## src/rtl/seq_etm_mult_ctrl.sv

```systemverilog
// Sequential shift-and-add unsigned multiplier with an optional truncated mode
// that skips the TRUNC low multiplier bits. IDLE -> RUN (one bit per cycle) -> DONE.
module seq_etm_mult_ctrl #(
  parameter int W     = 8,
  parameter int TRUNC = 4
) (
  input  logic           clk,
  input  logic           rst,
  input  logic           in_valid,
  output logic           in_ready,
  input  logic [W-1:0]   a,
  input  logic [W-1:0]   b,
  input  logic           approx,
  output logic           out_valid,
  input  logic           out_ready,
  output logic [2*W-1:0] prod,
  output logic           busy
);

  localparam int IW = $clog2(W + 1);
  localparam logic [IW-1:0] LAST_IDX  = IW'(W - 1);
  localparam logic [IW-1:0] TRUNC_IDX = IW'(TRUNC);

  typedef enum logic [1:0] {IDLE, RUN, DONE} state_t;

  state_t           state;
  logic [IW-1:0]    idx;
  logic [2*W-1:0]   acc;
  logic [2*W-1:0]   mcand;
  logic [W-1:0]     mplier;

  // Explicit bit-serial carry chain; the final carry is dropped because the
  // product of two W-bit operands always fits in 2W bits.
  function automatic logic [2*W-1:0] rc_add(input logic [2*W-1:0] x,
                                            input logic [2*W-1:0] y);
    logic [2*W-1:0] s;
    logic           c;
    s = '0;
    c = 1'b0;
    for (int k = 0; k < 2*W; k++) begin
      s[k] = x[k] ^ y[k] ^ c;
      c    = (x[k] & y[k]) | (c & (x[k] ^ y[k]));
    end
    return s;
  endfunction

  assign prod = acc;

  always_ff @(posedge clk) begin
    if (rst) begin
      state     <= IDLE;
      acc       <= '0;
      idx       <= '0;
      in_ready  <= 1'b1;
      busy      <= 1'b0;
      out_valid <= 1'b0;
    end else begin
      case (state)
        IDLE: begin
          if (in_valid) begin
            // Operands are pre-aligned to the starting bit index so RUN only shifts.
            if (approx) begin
              mcand  <= {{W{1'b0}}, a} << TRUNC;
              mplier <= b >> TRUNC;
              idx    <= TRUNC_IDX;
            end else begin
              mcand  <= {{W{1'b0}}, a};
              mplier <= b;
              idx    <= '0;
            end
            acc      <= '0;
            state    <= RUN;
            in_ready <= 1'b0;
            busy     <= 1'b1;
          end
        end
        RUN: begin
          if (mplier[0])
            acc <= rc_add(acc, mcand);
          mcand  <= mcand << 1;
          mplier <= mplier >> 1;
          idx    <= idx + IW'(1);
          if (idx == LAST_IDX) begin
            state     <= DONE;
            out_valid <= 1'b1;
          end
        end
        DONE: begin
          if (out_ready) begin
            state     <= IDLE;
            out_valid <= 1'b0;
            busy      <= 1'b0;
            in_ready  <= 1'b1;
          end
        end
        default: begin
          state     <= IDLE;
          out_valid <= 1'b0;
          busy      <= 1'b0;
          in_ready  <= 1'b1;
        end
      endcase
    end
  end

endmodule

```

## config.mk

```make
export PLATFORM = sky130hd
export DESIGN_NAME = seq_etm_mult_ctrl
export DESIGN_NICKNAME = d
export VERILOG_FILES = /design/src/rtl/seq_etm_mult_ctrl.sv
export SDC_FILE = /design/constraint.sdc
export NUM_CORES = 1
export LEC_CHECK = 0
export ABC_AREA = 1
export CORE_MARGIN = 2
export CORE_UTILIZATION = 30
export CTS_CLUSTER_SIZE = 28
export DETAILED_ROUTE_END_ITERATION = 8
export HOLD_SLACK_MARGIN = 0.03
export PLACE_DENSITY = 0.59
export SLEW_MARGIN = 5
export SYNTH_ARGS = -nofsm -noshare
export SYNTH_HDL_FRONTEND = slang
export SYNTH_SLANG_ARGS = --single-unit
```

## constraint.sdc

```tcl
create_clock -name clk -period 11.8 [get_ports clk]
set_input_delay 2.95 -clock clk [delete_from_list [all_inputs] [get_ports clk]]
set_output_delay 2.95 -clock clk [all_outputs]
set_load 0.05 [all_outputs]
```

==> run notes, run 1 <==
Notes from the flow run.

Hold path:
- Counting instances, the worst hold path has a depth of 2.
- The startpoint identified for the worst hold timing path is out_valid$_SDFFE_PP0P_.
- The run gives the sink of the worst hold path as out_valid$_SDFFE_PP0P_.
- In this run the worst hold path is classified as reg -> reg.

Global routing:
- The run puts the pin count of the biggest net entering global routing at 34.
- The run puts the global-route usage over all layers at around 13%.
- The run puts the number of global-route vias before repair at 1827.
- The run puts the wire length of the first global-routing pass at ~8.8 mm.
- The global route stage reports its total congestion overflow as 0.
- The run puts the number of antenna violations at the first check in global routing at 0.

Yosys:
- In the synthesized netlist, the dominant kind of combinational cell is simple AND/OR/NAND/NOR gates.
- When the netlist entered floorplanning its net count stood at 310.
- The netlist uses 25 different library cells.
- The run gives the number of flops mapped to enable cells by yosys as 24.
- Among all cell types in the netlist, the one instantiated most often is sky130_fd_sc_hd__nor2_1.
- The commonest cells after synthesis are sky130_fd_sc_hd__nor2_1 (50), sky130_fd_sc_hd__inv_1 (45), sky130_fd_sc_hd__nand2_1 (26).
- The run puts the share of cell area taken by muxes after synthesis at 0%.
- The run puts the share of synthesized area occupied by flip-flops and latches at 49.4%.
- The run puts the gate count after technology mapping at 273.
- The synthesis report names the predominant flop master as sky130_fd_sc_hd__dfxtp_1.
- The run gives the number of warnings printed during yosys synthesis as 0.
- The synthesis report gives the async set-or-reset register share as 0%.
- The main area contributors are sky130_fd_sc_hd__edfxtp_1 (29%), sky130_fd_sc_hd__dfxtp_1 (20%), sky130_fd_sc_hd__fa_1 (11%).
- Before any placement, the netlist area is recorded as approximately 2500 sq um.
- The run puts the parity-gate share of the synthesized area counting xor and xnor cells at less than 1%.
- Summing the areas of all compound-gate instances in the mapped netlist gives 12.5% of the synthesized area.
- The run puts the area fraction in and, or, nand and nor cells after synthesis at 15.6%.
- The run gives the top cell type by total area after synthesis as sky130_fd_sc_hd__edfxtp_1.
- The run puts the area share of the largest cell type after synthesis at between 20% and 30%.
- The run puts the chip area estimate from yosys synthesis at 2470 sq um.
- After synthesis, the mean cell area works out to 9.06 sq um.
- The run puts the area fraction in full adders, half adders and majority gates at 12.3%.
- The run gives the register bit total from synthesis as 49.
- After synthesis, the design contains 273 cells according to Yosys.

Placed design:
- The run gives the routability congestion estimate from global placement as 0.787.
- The run puts the number of port buffers at 39.
- The run puts the HPWL after detailed placement at 3.73 mm.
- Including well taps, the total number of placed cells is approximately 410.
- The run puts the minimum setup slack after placement at 5.82 ns.

Outcome:
- The flow ran to the end, and the final reports show no timing, DRC or antenna violations.

Pwr:
- In this run, power in the clock network comes to 119 uW.
- The run puts the combinational group power at 114 uW.
- The run gives the internal cell power as around 300 uW.
- The run gives the leakage power as 0.00123 uW.
- The run puts the net switching power of the design at 139 uW.
- The flow reports that sequential cells draw a little under half of the design power.
- The run gives the fraction of power consumed by the clock network as a little over a quarter.
- In this run, power in flip-flops and latches comes to 206 uW.
- The run puts the ratio of total power to cell area at 144 nW/um^2.
- The run puts the worst vdd rail ir drop at 50.8 uV.
- Per report_power, the top consumer among the power groups is registers.
- The run puts the power share of the combinational group at 26.0%.
- The run gives the share of total power consumed by net switching as a little under a third.

Worst setup path:
- The run gives the cell repeated most along the worst path as sky130_fd_sc_hd__fa_1.
- Tracing the worst setup path back leads to its startpoint at prod[0]$_SDFFE_PP0P_.
- The critical path ends at prod[15]$_SDFFE_PP0P_.
- In this run the worst path has a maximum fanout of 3.
- The launch point of the worst register-to-register path is recorded as prod[0]$_SDFFE_PP0P_.
- The kind of cell with the highest combined delay along the critical path is adder cells.
- The run puts the critical path depth in cells at 26.
- The run puts the delay contributed by the slowest stage of the critical path at about 0.42 ns.
- The run gives the endpoint kind of the worst setup timing path as a flip-flop.
- For the worst reg-to-reg path, the endpoint reported by OpenROAD is prod[15]$_SDFFE_PP0P_.
- The run puts the flop-to-flop setup slack at between 5 and 6 ns.
- Together, buffers and inverters on the worst path number 6.
- The critical path is of the reg -> reg type.
- The run gives the master of the slowest instance on the critical path as sky130_fd_sc_hd__fa_1.
- The run gives the data arrival time of the critical path as 6.22 ns.
- For the worst flop-to-flop path, the logic depth is 26.
- STA classifies the critical path startpoint as a flip-flop.
- The run puts the data required time of the worst path at 11.99 ns.

STA:
- Summed over all failing endpoints, the final setup total negative slack is 0 ns.
- For reference, the final report shows the max-slew violation count at 0.
- The run puts the slew at the pin closest to its max-slew limit at 0.905 ns.
- Setup repair after global routing left no endpoint under its margin.
- The run puts the ratio of final minimum period to clock period at approximately half.
- The worst-case max-slew headroom was logged as between 30 and 40%.
- The highest clock rate this design can be run at is 166 MHz.
- Hold-check failures listed in the final report amount to 0.
- Per the finish-stage timing summary, setup violations number 0.
- The run gives the maximum clock skew at final layout as 0.0105 ns.
- The run puts the worst hold margin at 0.465 ns.
- After layout, the worst setup slack is 5.77 ns.
- The run gives the minimum clock period as 6.03 ns.

Finish:
- The run puts the number of fill cells in the layout at 847.
- The run puts the filler-free cell count of the finished design at 416.
- Among logic cells in the layout, the one with the most instances is sky130_fd_sc_hd__nor2_1.
- The run gives the area growth from synthesis to layout as 23.3%.
- The library cells used most frequently in the layout, excluding fill and tap cells, are sky130_fd_sc_hd__nor2_1 (49), sky130_fd_sc_hd__inv_1 (45), sky130_fd_sc_hd__clkdlybuf4s50_1 (39), sky130_fd_sc_hd__nand2_1 (26), sky130_fd_sc_hd__dfxtp_1 (25).
- The final antenna diode tally reported by the flow is 0.
- The final layout contains roughly 350 nets.
- The area taken by sequential standard cells is reported as 1220 sq um.
- Summing all multi-input logic gate instances after layout gives around 1000 sq um.
- In the final layout, the share of cells above drive strength 1 is 5.14%.

CTS:
- The run gives the number of clock sinks as slightly below 50.
- The run gives the CTS tree as done.
- Per the CTS log, the buffer count on the longest clock path is 2.
- The run gives the total clock buffers created by CTS as 5.
- The run puts the count of H-tree levels built during CTS at 2.
- The run gives the count of instances resized after the clock tree is built as 0.
- At the later pin of the worst-skew pair, clock insertion delay measures 0.30 ns.
- The number of setup buffers added after CTS is 0.
- Looking at the worst setup and hold paths, the clock pins of their registers show a slew of 0.09 ns.
- CTS placed an instance of sky130_fd_sc_hd__clkbuf_8 at the clock tree root.
- The run puts the total of hold buffers inserted after clock tree synthesis at 0.

Routing:
- Per the post-route antenna check, the number of violating nets is 0.
- The detailed router reports a met3 wire length of 250 microns.
- TritonRoute reported its final design rule violation total as 0.
- The run puts the sum of routed wire segments on met1 at 2.64 mm.
- The run puts the wire length after detailed routing at about 5.3 mm.
- The run puts the number of vias after detailed routing at 1897.
- The detailed router used layers up to and including met4.
- The run gives the met2 routed wirelength as 2.30 mm.
- The run gives the violation count after the first detailed-routing iteration as 86.
- The run gives the post-detailed-route via-to-cell ratio as approximately 4.6.
- Before antenna repair, the detailed router went through 4 iterations.

Floorplanning:
- The run gives the area of the chip as 8990 sq um.
- The run gives the area of the placeable core as 8090 sq um.
- The run puts the number of primary I/O pins at about 40.
- Measured along the y axis, the die boundary spans 94.8 microns.
- The initial utilization of the core area, before any placement, comes to approximately 30%.
- The run gives the number of rows in the core area as 33.
- The horizontal die dimension reported for this design is about 95 microns.

Job:
- Across the run, the number of max-cap violations was 0.
- Across all stage logs, warnings added up to 26.
-- run 1: per-layer routing --
| metal | global-route usage, % | vias up |
|---|---|---|
| met3 | 3.59 | 4 |
| met5 | 0 | - |
| li1 | - | 953 |
| met4 | 3.99 | 0 |
| met2 | 19.3 | 36 |
| met1 | 17.8 | 904 |
-- run 1: through the flow --
stage / area, sq um / total power [uW] / utilization (%)
2_1_floorplan: 2470 / 289 / -
3_3_place_gp: 2940 / 323 / 36.4
3_5_place_dp: 2940 / 326 / 36.4
4_1_cts: 3050 / 443 / 37.7
5_1_grt: 3050 / 464 / 37.7
6_report: 3050 / 439 / 37.7
-- run 1: area by class of cell --
cell class	instances	area share (%)
inverters	48	5.91
multi-input cells	166	33.2
repair buffers	40	13.0
flip-flops and latches	49	40.0
clock inverters	2	1.11
clock buffers	6	2.38
well taps	105	4.31
Run 1, sizing map:
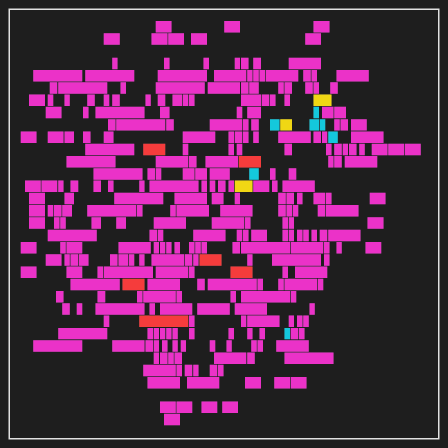
| colour | size | cells | share |
|---|---|---|---|
| magenta | x1 and smaller | 295 | 95% |
| red | x6 and larger | 6 | 1.9% |
| cyan | x2 | 7 | 2.3% |
| yellow | x3 and x4 | 3 | 0.96% |

Run 1, placement density heat map:
The die is cut into 9 by 9 equal tiles; black is low, pale yellow is high, 0 to 100% covered.
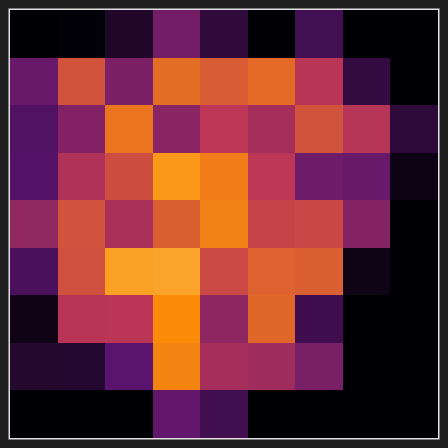
mean over tiles: 33%
densest ninth of the die: middle
tiles over 75% full: 3.7%
fullest tile: 80%

Run 1, track usage over the die:
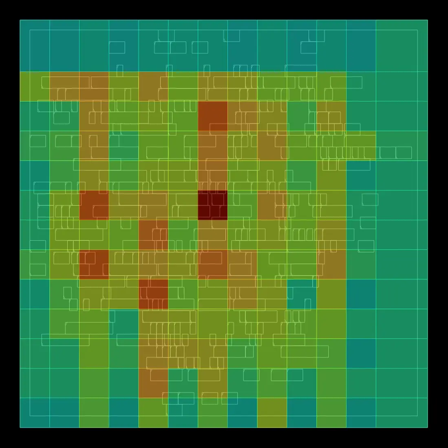
per-cell routed wire length: 12.6 microns
Most Crowded Layer GR: met2

==> run 2, diff against run 1 <==
PLACE_DENSITY = 0.61   (was 0.59)
clock period = 5 ns   (was 11.8 ns; I/O delays follow)
==> run 2 against run 1 <==
Compared with the run above: the run now ends with setup timing left; synthesized cell count unchanged; register-to-register slack worse by 6.4 ns; sequential share of layout area down 1.3 points; combinational power rose to 2.5 times the previous value; final cell count up 1.4%; non-clock buffer count up 6; sequential power up 140%; clock power up 140%; first-iteration DRC count down 9.3%; highest routed layer unchanged.
==> run notes, run 2 <==
Notes from the flow run.

Outcome:
- The run finished, with violations left.
- The final reports fail on setup timing.

Routing:
- The run puts the routed wirelength normalized by instance count at approximately 13 microns.
- For this run, the detailed router reports a per-instance via density of 4.61.
- After the first detailed-routing iteration, the DRC count stood at 78.
- The run puts the length of routed met3 wiring at 272 microns.
- The run gives the residual DRC count as 0.
- The run puts the number of vias after detailed routing at 1945.

Yosys:
- The share of the Yosys chip area taken by registers is ~49%.
- The run puts the parity-gate share of the synthesized area counting xor and xnor cells at 0.354%.
- The run puts the area fraction in full adders, half adders and majority gates at about 12%.
- The post-synth count of flops with an enable pin is 24.
- When the netlist entered floorplanning its net count stood at 310.
- The run gives the chip area estimate from yosys synthesis as 2470 sq um.
- Yosys attributes the largest share of cell area to sky130_fd_sc_hd__edfxtp_1 (29%), sky130_fd_sc_hd__dfxtp_1 (20%), sky130_fd_sc_hd__fa_1 (11%).
- After synthesis, the largest family of logic cells by area is simple AND/OR/NAND/NOR gates.
- Counting instances in the post-synthesis netlist gives the leading cell types as sky130_fd_sc_hd__nor2_1 (50), sky130_fd_sc_hd__inv_1 (45), sky130_fd_sc_hd__nand2_1 (26).
- Of all flip-flops after synthesis, the portion carrying an async set or reset was 0%.
- The most frequently used library cell after synthesis is sky130_fd_sc_hd__nor2_1.
- The run puts the area fraction in and, or, nand and nor cells after synthesis at between 15 and 20%.
- The run puts the number of warnings printed during yosys synthesis at 0.
- The run puts the combined area of all synthesized cells at 2470 sq um.
- The run puts the number of different library cells in the post-synthesis netlist at 25.
- Per the synth stats, the flop cell with the highest instance count is sky130_fd_sc_hd__dfxtp_1.

Pwr:
- The run gives the worst vdd rail ir drop as 148 uV.
- The power report attributes to the clock group a share of between 20% and 30%.
- Switching power as a fraction of the total was reported as 32.4%.
- The run gives the net switching power of the design as 342 uW.
- The run gives the fraction of power consumed by sequential logic as 46.1%.

STA:
- The run puts the ratio of final minimum period to clock period at 113%.
- The final timing report lists clock skew as 0.00881 ns.
- At the pin with the least slew margin, the transition time is 0.942 ns.
- The run gives the worst setup slack after layout as -0.660 ns.
- The run gives the number of endpoints failing setup at the final stage as 4.
- The run gives the number of pins with negative max-slew slack in the final report as 0.
- Setup repair after global routing could not meet its margin everywhere.
- The run puts the highest clock rate at 177 MHz.
- The run gives the hold violation count in the final report as 0.

Finish:
- The most common logic cell in the final layout is sky130_fd_sc_hd__nor2_1.
- The run gives the post-layout net count as around 350.
- The run puts the share of cells above drive strength 1 at 15.5%.
- The run gives the number of antenna repair diodes as 0.
- The run puts the number of fill cells in the layout at approximately 840.
- The layout report lists the combined flip-flop and latch area as 1230 sq um.
- The library cells used most frequently in the layout, excluding fill and tap cells, are sky130_fd_sc_hd__nor2_1 (48), sky130_fd_sc_hd__inv_1 (40), sky130_fd_sc_hd__clkdlybuf4s50_1 (39), sky130_fd_sc_hd__nand2_1 (26), sky130_fd_sc_hd__edfxtp_1 (24).
- Summing all non-filler instances in the final layout gives an area of between 3000 and 4000 sq um.
- The run puts the area growth from synthesis to layout at 28.1%.

Worst setup path:
- The timing report shows the most common cell along the critical path to be sky130_fd_sc_hd__fa_2.
- The run gives the startpoint type of the worst setup path as a flip-flop.
- STA lists the maximum fanout along the critical path as 2.
- STA classifies the critical path endpoint as a flip-flop.
- The run gives the worst path buffer plus inverter count as 5.
- The run gives the critical path depth in cells as 23.
- Setup slack on the worst reg-to-reg path comes out at -0.66 ns.
- For this run, the slowest stage of the critical path takes 0.52 ns.

Global routing:
- The global routing report lists combined usage of all routing layers as 12.4%.
- The run gives the number of antenna violations at the first check in global routing as 0.
- For this run, global-route usage on met2 was measured as 19.8%.
- The run gives the global-route track usage on met3 as under 10%.
- Recorded from the global router log, the overflow total was 0.
- Global route summary, busiest routing layer listed as met2.

CTS:
- TritonCTS built the clock tree.
- The run puts the clock transition at the register clock pins on the worst setup and hold paths after CTS at 0.10 ns.
- Counting every sink on the clock net gives 49.
- The run puts the count of instances resized after the clock tree is built at 0.
- The run gives the count of H-tree levels built during CTS as 2.
- The post-CTS hold buffer count recorded in the log is 0.
- The run puts the worst-skew pair later-pin latency at ~0.30 ns.

Placed design:
- The run gives the minimum setup slack after placement as -0.639 ns.
- The run gives the number of port buffers as 39.
- After its last routability iteration, the placer logged a weighted congestion of around 0.76.
- The run puts the HPWL after detailed placement at between 3 and 4 mm.
- The run puts the instance area after placement at 3030 sq um.

Hold path:
- The run gives the worst hold path startpoint as busy$_SDFFE_PP0P_.
- The run gives the worst min-delay path category as reg -> reg.

Floorplanning:
- The run puts the die width at around 95 microns.
[run 2: cell types whose count changed in the layout (fill, tap and decap cells not counted), sizes merged]
cell | previous run | this run
buf | 1 | 7
clkbuf | 6 | 7
bufinv | 1 | 0
inv | 48 | 49
clkinv | 1 | 0
[run 2: per-stage QoR]
stage | TNS [ns] | hold slack, ns | total power [uW]
finish | -1.61 | 0.465 | 1060
global placement | -1.28 | 0.444 | 775
floorplan | -1.13 | 0.458 | 689
global route | -2.37 | 0.503 | 1120
CTS | -1.64 | 0.469 | 1060
detailed placement | -1.60 | 0.454 | 781
[run 2: final cells by class]
cell class	count	area share, %
Sequential cell	49	38.8
Multi-Input combinational cell	166	33.8
Timing Repair Buffer	46	14.0
Inverter	48	5.69
Tap cell	105	4.15
Clock buffer	7	3.40
Clock inverter	1	0.197
Run 2, placement density heat map:
The die is cut into 9 by 9 equal tiles; black is low, pale yellow is high, 0 to 100% covered.
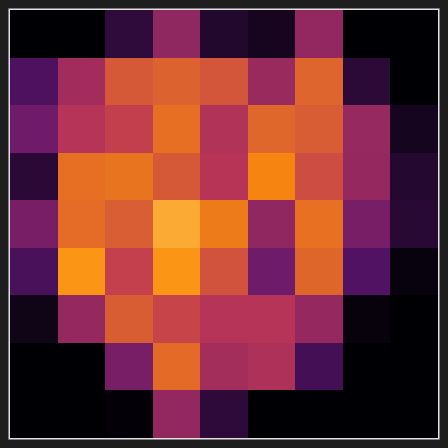
fullest tile: 82%
emptiest ninth of the die: bottom right
tiles over 75% full: 3.7%
densest ninth of the die: middle
mean over tiles: 34%

Run 2, sizing map:
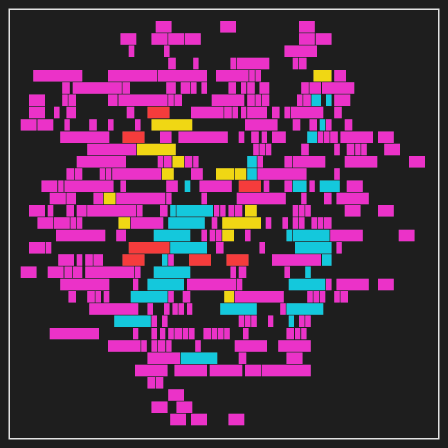
| colour | size | cells | share | most used |
|---|---|---|---|---|
| magenta | x1 and smaller | 268 | 85% | nor2_1 |
| yellow | x3 and x4 | 13 | 4.1% | buf_4 |
| red | x6 and larger | 7 | 2.2% | clkbuf_8 |
| cyan | x2 | 29 | 9.1% | fa_2 |

==> run 3, diff against run 2 <==
CAP_MARGIN = 10   (was default)
==> run 3 against run 2 <==
Compared with the run above: fmax did not move; via count did not move; critical endpoint unchanged; worst setup slack did not move; power did not move; largest cell class unchanged; sequential cell count did not move; first-iteration DRC count did not move; die area did not move; wire length did not move; the flow still finishes with violations (setup timing).
==> run notes, run 3 <==
Notes from the flow run.

Yosys:
- Yosys reports the multiplexer fraction of the synthesized area as 0%.
- The run puts the average footprint of a synthesized cell at 9.06 sq um.
- The cell-mix breakdown from Yosys lists the compound-gate area share as roughly 13%.
- During synthesis, Yosys emitted a total of 0 warnings.
- The run gives the area fraction in and, or, nand and nor cells after synthesis as 15.6%.
- In the synthesized netlist, the cells that appear most often are sky130_fd_sc_hd__nor2_1 (50), sky130_fd_sc_hd__inv_1 (45), sky130_fd_sc_hd__nand2_1 (26).
- Synthesis produced 273 cells.
- In the post-synthesis netlist, the cell with the most instances is sky130_fd_sc_hd__nor2_1.
- The run puts the chip area estimate from yosys synthesis at 2470 sq um.
- The run puts the area fraction in full adders, half adders and majority gates at 12.3%.
- The cell area that synthesis handed to floorplanning was ~2500 sq um.
- Looking at the cell usage after synthesis, the top flip-flop cell is sky130_fd_sc_hd__dfxtp_1.

Routing:
- The run gives the number of vias after detailed routing as 1945.
- The run gives the number of optimization iterations in the first detailed-route pass as 4.
- The run puts the wire length after detailed routing at roughly 5.4 mm.

STA:
- The run puts the maximum clock skew at final layout at 0.00881 ns.
- The run gives the ratio of final minimum period to clock period as 113%.
- The run puts the number of endpoints failing setup at the final stage at 4.
- For the final routed database, the setup TNS stands at -1.61 ns.
- In this run the tightest slew margin relative to its limit is 37.0%.
- The run gives the worst setup slack after layout as -0.660 ns.

Floorplanning:
- The run gives the area of the placeable core as between 8000 and 9000 sq um.
- The run gives the number of primary I/O pins as 40.
- The run gives the number of rows in the core area as 33.

Worst setup path:
- Among the stages of the critical path, the cell type that occurs most often is sky130_fd_sc_hd__fa_2.
- All stages included, the depth of the critical timing path comes to 23.
- The run gives the flop-to-flop setup slack as -0.66 ns.
- The run gives the kind of cell with the highest combined delay on the critical path as adder cells.
- For the worst flop-to-flop path, the logic depth is 23.
- Among all stages on the critical path, the maximum delay recorded is 0.52 ns.
- The run puts the data arrival time of the critical path at between 5 and 6 ns.
- The run gives the endpoint of the lowest-slack register-to-register path as prod[14]$_SDFFE_PP0P_.
- Tracing the worst setup path back leads to its startpoint at mcand[0]$_SDFFCE_PP0P_.
- The run gives the start of the worst register-to-register path as mcand[0]$_SDFFCE_PP0P_.

Job:
- The run puts the number of maximum-capacitance constraint violations at 0.

CTS:
- The run gives the count of H-tree levels built during CTS as 2.
- The run puts the maximum buffer depth of the clock tree at 2.
- Post-CTS repair changed the size of 0 cells.
- Buffers inserted to repair hold after CTS numbered 0.
- The run gives the clock transition at the register clock pins on the worst setup and hold paths after CTS as around 0.10 ns.

Placed design:
- In this run, placement finished with an instance count of just over 400.
- The run puts the HPWL after detailed placement at about 3.8 mm.

Global routing:
- The run puts the pin count of the biggest net entering global routing at 34.
- The run gives the number of global-route vias before repair as 1864.
- The run puts the global-route usage over all layers at 12.4%.
- The first global-routing pass estimated about 8.6 mm of wire.

Finish:
- The run gives the final instance area as around 3200 sq um.
- Cells with a size suffix above 1 make up 15.5% of the layout.
- Relative to the synthesized area, the layout overhead comes to 28.1%.

Hold path:
- The run gives the sink of the worst hold path as busy$_SDFFE_PP0P_.
- The run gives the worst min-delay path category as reg -> reg.

Pwr:
- In this run the static leakage power is approximately 0.0013 uW.
- The run gives the ratio of total power to cell area as 334 nW/um^2.
- The share of total power dissipated in the clock network is 26.7%.
- Per report_power, the Sequential row totals 487 uW.
- The run gives the net switching power of the design as approximately 340 uW.
- The analysis reports a worst IR drop on VDD of 148 uV.
- The run puts the power in the clock group at 282 uW.

Outcome:
- The run finished, with violations left.
- The checks that failed: setup timing.
[run 3: cell counts in the layout (fill, tap and decap cells not counted)]
Identical to the previous run, type by type.
[run 3: cell type report]
type                    count  area [sq um]
clock buffers               7           108
multi-input cells         166          1070
well taps                 105           131
clock inverters             1          6.26
repair buffers             46           443
fillers                   839          4920
flip-flops and latches     49          1230
inverters                  48           180
[run 3: per-layer routing]
layer | share of wire [%] | global-route usage (%) | vias to the layer above | wire length (microns)
li1 | - | - | 966 | -
met5 | 0 | 0 | - | 0
met2 | 47 | 19.8 | 49 | 2520
met3 | 5.0 | 2.71 | 6 | 272
met4 | 1.2 | 3.99 | 0 | 65
met1 | 47 | 16.8 | 924 | 2540
Run 3, sequential cells grouped by signal name:
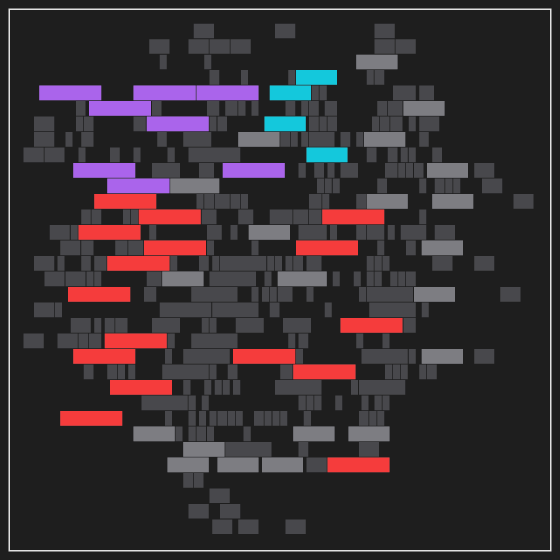
| colour | signal | sequential cells |
|---|---|---|
| red | `mcand` | 16 |
| purple | `mplier` | 8 |
| cyan | `idx` | 4 |
not coloured: 21

Run 3, track usage over the die:
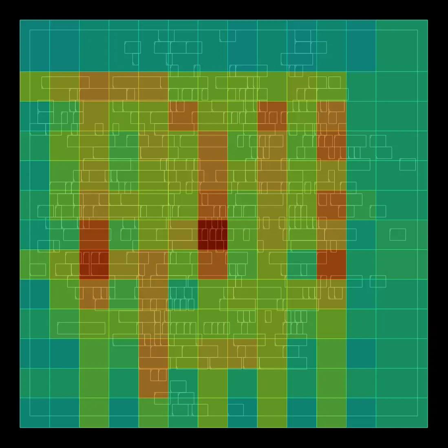
per-cell routed wire length: 12.8 microns
grt met3 use: 2.71%
GR Util met1: 16.8%
met2 GRT Util: 19.8%
Final Core Density: 39.1%

No activity file was given, so power comes from the tool's default toggle rates.
